Figure 1. Port wiring.
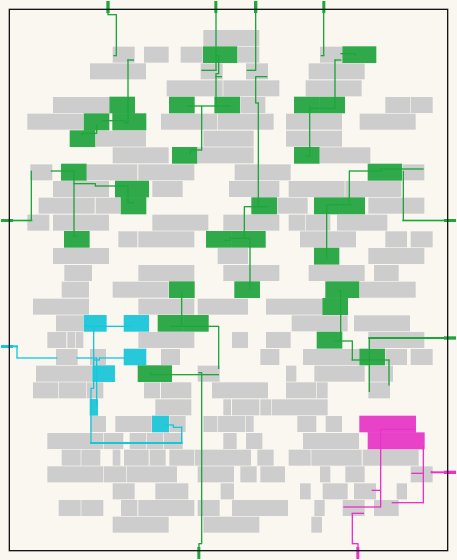
Figure 2. Routed metal per tile.
The bar under the picture is 20 um long. 14 x 17 tiles, from dark purple (low) to yellow (high), scaled to the fullest tile. Values are wire area over tile area, all layers added.
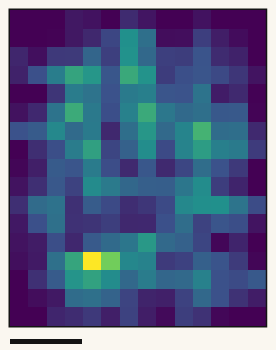
Figure 3. Cell sizes after repair.
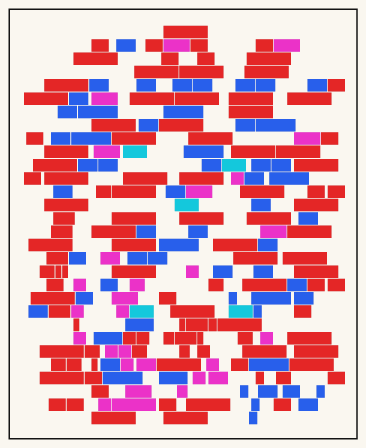
Figure 4. Cell classes on the final placement.
The bar under the picture is 20 um long.
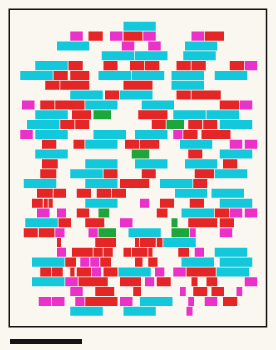
==> config.mk <==
export PLATFORM = sky130hd
export DESIGN_NAME = demux_rr_dispatch_flat
export DESIGN_NICKNAME = d
export VERILOG_FILES = /design/src/rtl/demux_rr_dispatch_if.sv /design/src/rtl/demux_rr_dispatch.sv /design/src/flat_wrapper.sv
export SDC_FILE = /design/constraint.sdc
export NUM_CORES = 1
export LEC_CHECK = 0
export ABC_CLOCK_PERIOD_IN_PS = 2500
export CAP_MARGIN = 20
export CORE_ASPECT_RATIO = 1.25
export CORE_MARGIN = 2
export CORE_UTILIZATION = 45
export DETAILED_ROUTE_END_ITERATION = 10
export PLACE_DENSITY_LB_ADDON = 0.08
export SLEW_MARGIN = 10
export SYNTH_ARGS = -nofsm -noshare
export SYNTH_HDL_FRONTEND = slang
export SYNTH_SLANG_ARGS = --single-unit
export TNS_END_PERCENT = 30
==> constraint.sdc <==
create_clock -name clk -period 2.5 [get_ports clk]
set_input_delay 0.625 -clock clk [delete_from_list [all_inputs] [get_ports clk]]
set_output_delay 0.625 -clock clk [all_outputs]
set_load 0.005 [all_outputs]
==> summary.txt <==
yosys + openroad results -> Relative slew margins=57.3%, ratio of cells with drive above 1 in the final layout=46.0%, status=finished clean, Highest Signal Layer=met4, slew of the pin with the lowest slew margin=0.641 ns, die area=0.00619 mm^2, Post-synth mux share=29.5%, Crit Path Max Fanout=3, yosys synthesis chip area=0.00251 mm^2, global routing's busiest layer=met2, Seq pwr share=40.0%, Critical Path, Cell by Cell=buf_2, mux4_2, nand2_4, inv_4, ha_4, fa_2, nor4bb_2, mux2_4, o32ai_2, crit path time final=2.40 ns, Startpoint Class=input port, top cell family by delay on the critical path=multiplexers, Power Combinational=2080 uW, fraction of area in multi-input gates=36.7%, CTS Buf Count=5, HPWL after DPL=3450 um, Top cell excl fill/tap=dfrtp_1, Seq share, synth=54.9%, Cell Int Power=2910 uW, inverters=5, Top pwr grp=combinational cells, Stages on worst setup path=9, maximum VDD drop=0.633 mV, Logic cell area=0.00112 mm^2, Sequential Area=0.00138 mm^2, DR DRC count=0, cts hold-fix bufs=0, Via density=5.43, Worst Path Arrival=2.62 ns, Detail Route Antenna Nets=0, Hold Vio Cnt, Final=0, MI comb cells=90, global-route wire length before repair=8080 um, distinct lib cells=29, dpl ws=-0.578 ns, leading area contributor after synthesis=dfrtp_1, max reg flops=32, and+or+nand+nor area frac=5.04%, xor+xnor area frac=2.79%, aoi share=1.05%, Worst-Skew Late Latency=0.30 ns, Comb power frac=48.9%, DR iter-0 viols=40, r2r worst-path depth=8, required time worst endpoint=2.72 ns, CP max stage cell=fa_2, clock root cell=clkbuf_8, grt ovf=0, vias in the first global route=1595, Clk. pwr=470 uW, Hold Worst Slack=0.240 ns, Tapcell Cnt=64, PwrDens=1390 mW/mm^2, Max Clk Rate=0.416 GHz
## Picture notes: Figure 1
cyan -> `bus_in_valid`  # bits 1, direction input, edge left, end cells 6, buffers 2, wire 72.8 um
green -> `bus_in_data`  # bits 8, direction input, edge 4 top, 2 right, 1 bottom, 1 left, end cells 32, buffers 8, wire 345 um
magenta -> `bus_sel`  # bits 2, direction output, edge 1 bottom, 1 right, end cells 2, buffers 2, wire 52.1 um
Ports: 31
I/O Buffers: 30

## Picture notes: Figure 2
nearly empty tiles = 13%
tiles over half the peak = 7.1%
emptiest ninth of the die = upper right
mean over tiles = 0.12
DR WL/cell: 18.4 um
Routed WL: 4850 um
GR Util All Layers: 17.3%
routed via count: 1434

## Picture notes: Figure 3
blue -> _2 cells  # cells 59, share 30%
magenta -> _3 and _4 cells  # cells 28, share 14%
cyan -> _6 and larger  # cells 5, share 2.5%
red -> _0 and _1 cells  # cells 108, share 54%
Repair and plain buffers: 43
Syn-to-layout area delta: 21.7%
design area: 0.00305 mm^2
setup ws final: 0.0954 ns

## Picture notes: Figure 4
red -> combinational and other logic  # cells 95, share of their area 38%
green -> clock drivers and dummy loads  # cells 7, share of their area 2.8%
magenta -> other buffers and delay cells  # cells 43, share of their area 13%
cyan -> flops  # cells 55, share of their area 46%
row count: 30
flop share of the area: 45.1%
Core ar.: 0.00541 mm^2
post-route core utilization: 56.5%

## stage by stage
stage	TNS [ns]	util (%)	instances	instance area [um^2]
global placement	-1.02	54.8	255	2960
finish	0	56.5	264	3050
detailed placement	-1.21	54.8	255	2960
global route	0	56.5	264	3050
floorplan	-0.212	-	156	2560
CTS	0	56.5	264	3050
## repair_timing
item                                    in CTS  in global routing
resized                                     16                  0
endpoints found under the setup margin       2                  1
pin swaps                                    4                  3
setup buffers                                2                  0
hold endpoints to repair                     0                  0
## worst register-to-register path, cell delays in order, from the launching register on
cell      delay [ns]
dfrtp_1         0.38
mux4_2          0.55
nand2_4         0.11
inv_4           0.04
ha_4            0.15
fa_2            0.57
nor4bb_2        0.06
mux2_4          0.27
o32ai_2         0.18
Power and IR drop assume default switching activity.
